==> config.mk <==
export PLATFORM = sky130hd
export DESIGN_NAME = fetch_unit
export DESIGN_NICKNAME = d
export VERILOG_FILES = /design/src/rtl/fetch_unit.sv
export SDC_FILE = /design/constraint.sdc
export NUM_CORES = 1
export LEC_CHECK = 0
export ABC_AREA = 1
export CAP_MARGIN = 20
export CORE_MARGIN = 8
export CORE_UTILIZATION = 35
export CTS_BUF_LIST = sky130_fd_sc_hd__clkbuf_16
export DETAILED_ROUTE_END_ITERATION = 10
export PLACE_DENSITY = 0.57
export SLEW_MARGIN = 15
export SYNTH_ARGS = -nofsm -noshare
export SYNTH_HDL_FRONTEND = slang
export SYNTH_SLANG_ARGS = --single-unit
==> constraint.sdc <==
create_clock -name clk -period 2.1 [get_ports clk]
set_clock_uncertainty 0.15 [all_clocks]
set_input_delay 0.63 -clock clk [delete_from_list [all_inputs] [get_ports clk]]
set_output_delay 0.63 -clock clk [all_outputs]
set_load 0.05 [all_outputs]
==> src/rtl/fetch_unit.sv <==
// fetch_unit: single-issue instruction fetch with a decode handshake and branch/jump redirect.
// Define FETCH_PERF_CNT_EN to add the fetch_count / redirect_count performance counters.
module fetch_unit #(
    parameter logic [31:0] RESET_PC = 32'h0000_0000
) (
    input  logic        clk,
    input  logic        nrst,
    output logic        imem_req,
    output logic [31:0] imem_addr,
    input  logic        imem_ack,
    input  logic [31:0] imem_rdata,
    output logic [31:0] instr,
    output logic [31:0] instr_pc,
    output logic [5:0]  opcode,
    output logic        instr_valid,
    input  logic        instr_ready,
    input  logic        resolve_valid,
    input  logic        branch,
    input  logic        mux_branch_jump,
    input  logic        mux_pc_branch,
    input  logic        alu_zero,
    input  logic [31:0] resolve_pc,
    input  logic [31:0] branch_offset,
    input  logic [25:0] jump_index,
    output logic        redirect
`ifdef FETCH_PERF_CNT_EN
    ,
    output logic [31:0] fetch_count,
    output logic [15:0] redirect_count
`endif
);

    typedef enum logic [1:0] {
        IDLE     = 2'd0,
        FETCH    = 2'd1,
        WAIT_DEC = 2'd2
    } state_t;

    state_t      state;
    logic [31:0] pc;
    logic        discard;

    logic        beq_taken;
    logic        bne_taken;
    logic        jump_taken;
    logic        take;
    logic        handshake;
    logic [31:0] resolve_pc4;
    logic [31:0] target;

    assign beq_taken   = branch & mux_pc_branch & mux_branch_jump & alu_zero;
    assign bne_taken   = ~branch & mux_pc_branch & ~mux_branch_jump & ~alu_zero;
    assign jump_taken  = ~branch & ~mux_pc_branch & ~mux_branch_jump;
    assign take        = resolve_valid & (beq_taken | bne_taken | jump_taken) & (state != IDLE);
    assign handshake   = instr_valid & instr_ready;
    assign resolve_pc4 = resolve_pc + 32'd4;
    assign target      = jump_taken ? {resolve_pc4[31:28], jump_index, 2'b00}
                                    : resolve_pc4 + (branch_offset << 2);
    assign opcode      = instr[31:26];

    // NOTE: all state uses non-blocking assignments so every branch sees pre-edge values.
    always_ff @(posedge clk or negedge nrst) begin
        if (!nrst) begin
            state       <= IDLE;
            pc          <= RESET_PC;
            imem_req    <= 1'b0;
            imem_addr   <= RESET_PC;
            instr       <= '0;
            instr_pc    <= '0;
            instr_valid <= 1'b0;
            redirect    <= 1'b0;
            discard     <= 1'b0;
        end else begin
            redirect <= take;
            if (take)
                pc <= target;

            case (state)
                IDLE: begin
                    state     <= FETCH;
                    imem_req  <= 1'b1;
                    imem_addr <= pc;
                end

                FETCH: begin
                    if (imem_ack) begin
                        // A word returned after (or with) a redirect belongs to the dead path.
                        if (take || discard) begin
                            discard   <= 1'b0;
                            imem_addr <= take ? target : pc;
                        end else begin
                            instr       <= imem_rdata;
                            instr_pc    <= imem_addr;
                            instr_valid <= 1'b1;
                            pc          <= pc + 32'd4;
                            imem_req    <= 1'b0;
                            state       <= WAIT_DEC;
                        end
                    end else if (take) begin
                        discard <= 1'b1;
                    end
                end

                WAIT_DEC: begin
                    if (take || handshake) begin
                        instr_valid <= 1'b0;
                        imem_req    <= 1'b1;
                        imem_addr   <= take ? target : pc;
                        state       <= FETCH;
                    end
                end

                default: state <= IDLE;
            endcase
        end
    end

`ifdef FETCH_PERF_CNT_EN
    always_ff @(posedge clk or negedge nrst) begin
        if (!nrst) begin
            fetch_count    <= '0;
            redirect_count <= '0;
        end else begin
            if (handshake)
                fetch_count <= fetch_count + 32'd1;
            if (take)
                redirect_count <= redirect_count + 16'd1;
        end
    end
`endif

endmodule

Fig. 1: run 1, gate families picked out
(1.5 px per um)
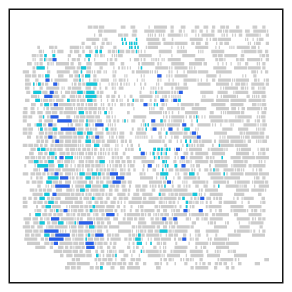
| colour | family | cells |
|---|---|---|
| cyan | NOR gates | 147 |
| blue | XOR/XNOR gates | 57 |

Fig. 2: run 1, sequential cells grouped by signal name
(2 px per um)
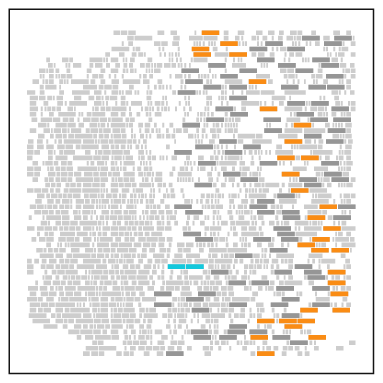
| colour | signal | flops |
|---|---|---|
| cyan | `state` | 2 |
| orange | `instr_pc` | 32 |

==> GITHUB_STEP_SUMMARY, run 1 <==
## Synthesis and layout report

| Metric | Value |
|---|---|
| Status | `finished with violations` |
| IO Pins | `236` |
| Non-clock buffers, area share | `28.7%` |
| CP startpoint kind | `primary input` |
| Uppermost layer routed | `met4` |
| Met1 Routed Length | `16.2 mm` |
| Setup-failing EPs final | `56` |
| Combinational group share of total power | `64.0%` |
| Failing checks | `setup timing` |
| CP cell instances | `buf_8, ha_4, nand2_4, nor2_4, nand2_2, nor2_4, nand4_1, nor3_2, nand2_1, xor2_1, inv_1, ha_4, a21oi_2, nor2_1, nor2_1, nand2_2, a21oi_4, nand3_1, nand3_1, nand2_1, nand2_1, nand2_1, nand2_1, nand2_1` |
| Area grow syn2layout | `83.0%` |
| Mux cell area share | `0%` |
| Met1 usage in global routing | `26.8%` |
| Antenna diodes | `2` |
| Hold Vio Cnt, Final | `0` |
| R2r endpoint | `imem_addr[19]$_DFFE_PN0P_` |
| Clock Power | `3.07 mW` |
| RD Place Congestion | `0.914` |
| Vias | `11300` |
| Core Region | `0.0269 mm^2` |
| Combinational share of cell area | `42.9%` |
| Power Dens Cells | `1260 mW/mm^2` |
| Synth logic family | `simple AND/OR/NAND/NOR gates` |
| Top cell by count, worst path | `nand2_1` |
| Most frequent cell after synthesis | `nand2_1` |
| WHS Endpoint | `instr_pc[25]$_DFFE_PN0P_` |
| Fraction of layout cells with a size suffix above 1 | `43.2%` |
| Row count | `60` |
| Sequential area share after synthesis | `35.0%` |
| R2R Setup Slk | `0.05 ns` |
| Non-Filler Instances | `2291` |
| CP max stage delay | `0.28 ns` |
| Worst Slack Setup Final | `-1.04 ns` |
| Die span in y | `181 um` |
| Synth Instances | `1437` |
| Ys flops | `134` |
| Total gr overflow | `0` |
Fig. 3: run 1, routing congestion map
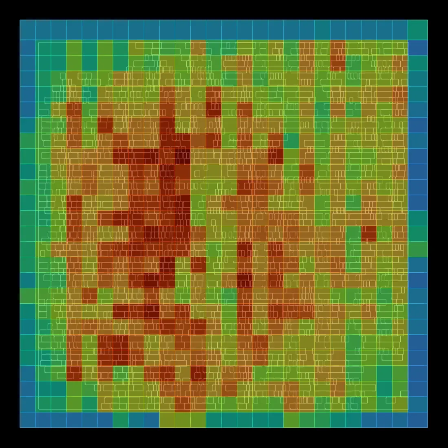
M2 GR Usage: 37.0%
Finished Core Util: 65.2%
GR peak layer: met2
met3 Usage GRT: 3.63%
wire per inst: 16.7 um

==> run 1 -> run 2 <==
--- a/config.mk
+++ b/config.mk
@@ -5,13 +5,13 @@
 export SDC_FILE = /design/constraint.sdc
 export NUM_CORES = 1
 export LEC_CHECK = 0
-export ABC_AREA = 1
 export CAP_MARGIN = 20
 export CORE_MARGIN = 8
 export CORE_UTILIZATION = 35
 export CTS_BUF_LIST = sky130_fd_sc_hd__clkbuf_16
+export CTS_CLUSTER_DIAMETER = 120
 export DETAILED_ROUTE_END_ITERATION = 10
-export PLACE_DENSITY = 0.57
+export PLACE_DENSITY = 0.58
 export SLEW_MARGIN = 15
 export SYNTH_ARGS = -nofsm -noshare
 export SYNTH_HDL_FRONTEND = slang
Fig. 4: run 2, gate families picked out
(1.5 px per um)
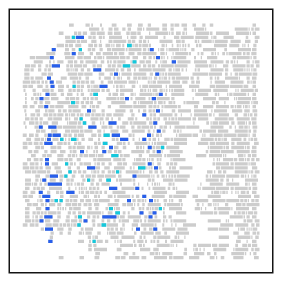
| colour | family | cells |
|---|---|---|
| blue | XOR/XNOR gates | 73 |
| cyan | AND-OR and OR-AND gates | 32 |
combinational share of cell area: 40.8%
Non-Filler Instances: 1926
most common logic cell in the routed design: buf_4

Fig. 5: run 2, layout detail
Region (118, 118) to (143, 143) um. Cells in grey, sequential cells in the stronger grey; small squares are vias.
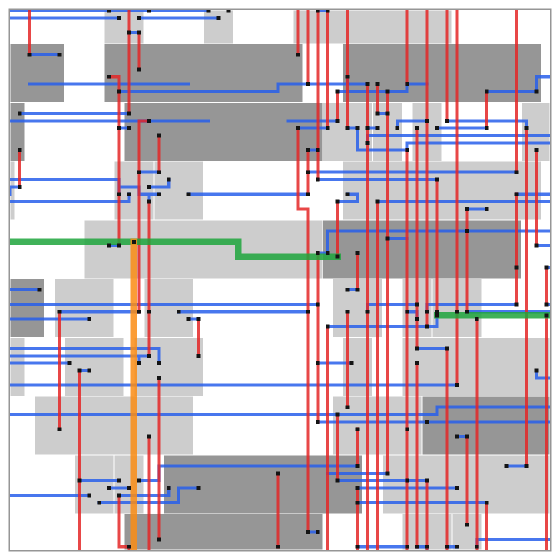
| colour | layer |
|---|---|
| orange | metal 4 |
| green | metal 3 |
| blue | metal 1 |
| red | metal 2 |
sequential cells in the window: 7
most frequent: dfrtp_1 (7), nand2_2 (6), nand2_1 (6)
cells with their middle in the window: 33
netlist names of flops here include: `imem_addr` (4), `instr_pc` (3)

==> GITHUB_STEP_SUMMARY, run 2 <==
## Synthesis and layout report

| Metric | Value |
|---|---|
| Row count | `58 (-3.3%)` |
| Status | `finished with violations` |
| Dominant cell area share | `38.1%` |
| Fraction of layout cells with a size suffix above 1 | `47.1% (+3.8 points)` |
| CP top delay family | `simple AND/OR/NAND/NOR gates` |
| Critical path arrival | `3.65 ns` |
| Combinational group share of total power | `63.9% (about the same)` |
| Vias | `9726 (-14%)` |
| Met1 Routed Length | `15.4 mm (-5.3%)` |
| Clock Power | `2.81 mW (-8.5%)` |
| Most frequent cell after synthesis | `nand2_1` |
| Max Cap Violations | `0` |
| DPL Wire Length | `24.3 mm` |
| Die span in y | `175 um (-3.7%)` |
| Sequential area share after synthesis | `38.1% (+3.0 points)` |
| Mux cell area share | `1.97% (+2.0 points)` |
| Dominant cell type by area after synthesis | `dfrtp_1` |
| Non-clock buffers, area share | `32.4% (+3.7 points)` |
| Failing checks | `setup timing` |
| M2 GR Usage | `33.2% (-3.7 points)` |
| GR peak layer | `met2` |
| Synth async-reset ratio | `100%` |
| Ys flops | `134 (unchanged)` |
| Antenna diodes | `0 (-2)` |
| CTS Buf Count | `17` |
| Core utilization at floorplan | `35.3%` |
| Synth Instances | `1078 (-25%)` |
| Worst Slack Setup Final | `-1.41 ns (-0.365 ns)` |
| Via density | `5.05` |
| Final-layout clock-cell area share | `3.41%` |
| Finished Core Util | `65.7% (+0.54 points)` |
| Setup_tns | `-60.85 ns` |
| Post-CTS resize count | `235` |
| Area grow syn2layout | `86.2%` |
| Hold Vio Cnt, Final | `0 (unchanged)` |
| Total gr overflow | `0 (unchanged)` |
| Core Region | `0.0250 mm^2 (-7.1%)` |
| Internal | `11.5 mW` |
| Uppermost layer routed | `met4` |
| WHS Endpoint | `instr_pc[0]$_DFFE_PN0P_` |
| CTS Buffer Depth | `2` |
| Power Dens Cells | `1330 mW/mm^2 (+5.1%)` |
| CP cell instances | `clkdlybuf4s50_1, nand2_1, nor2_2, and3_4, buf_4, nand4_1, xnor2_2, ha_1, o21ai_1, a32oi_2, buf_4, mux2i_2, o311ai_2, nor4_4, xnor2_2, a21oi_1` |
| CP max stage delay | `0.47 ns (+0.19 ns)` |
| R2R cell count | `11` |
| IO Pins | `236 (unchanged)` |
| R2R Setup Slk | `-0.26 ns (-0.31 ns)` |
| R2r endpoint | `imem_addr[24]$_DFFE_PN0P_` |
| CP startpoint kind | `primary input` |
| Setup-failing EPs final | `128 (+130%)` |
Fig. 6: run 2, routing congestion map
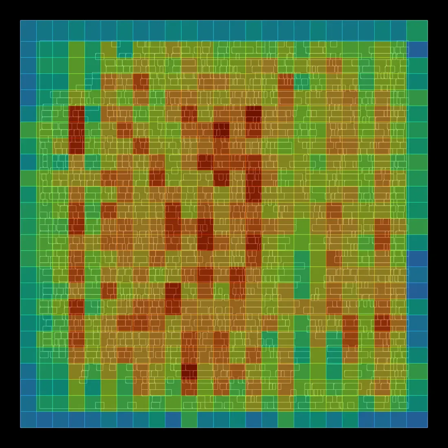
met3 Usage GRT: 4.71%
wire per inst: 17.6 um

Power figures rest on the tool's default switching activity, not on a simulated workload.
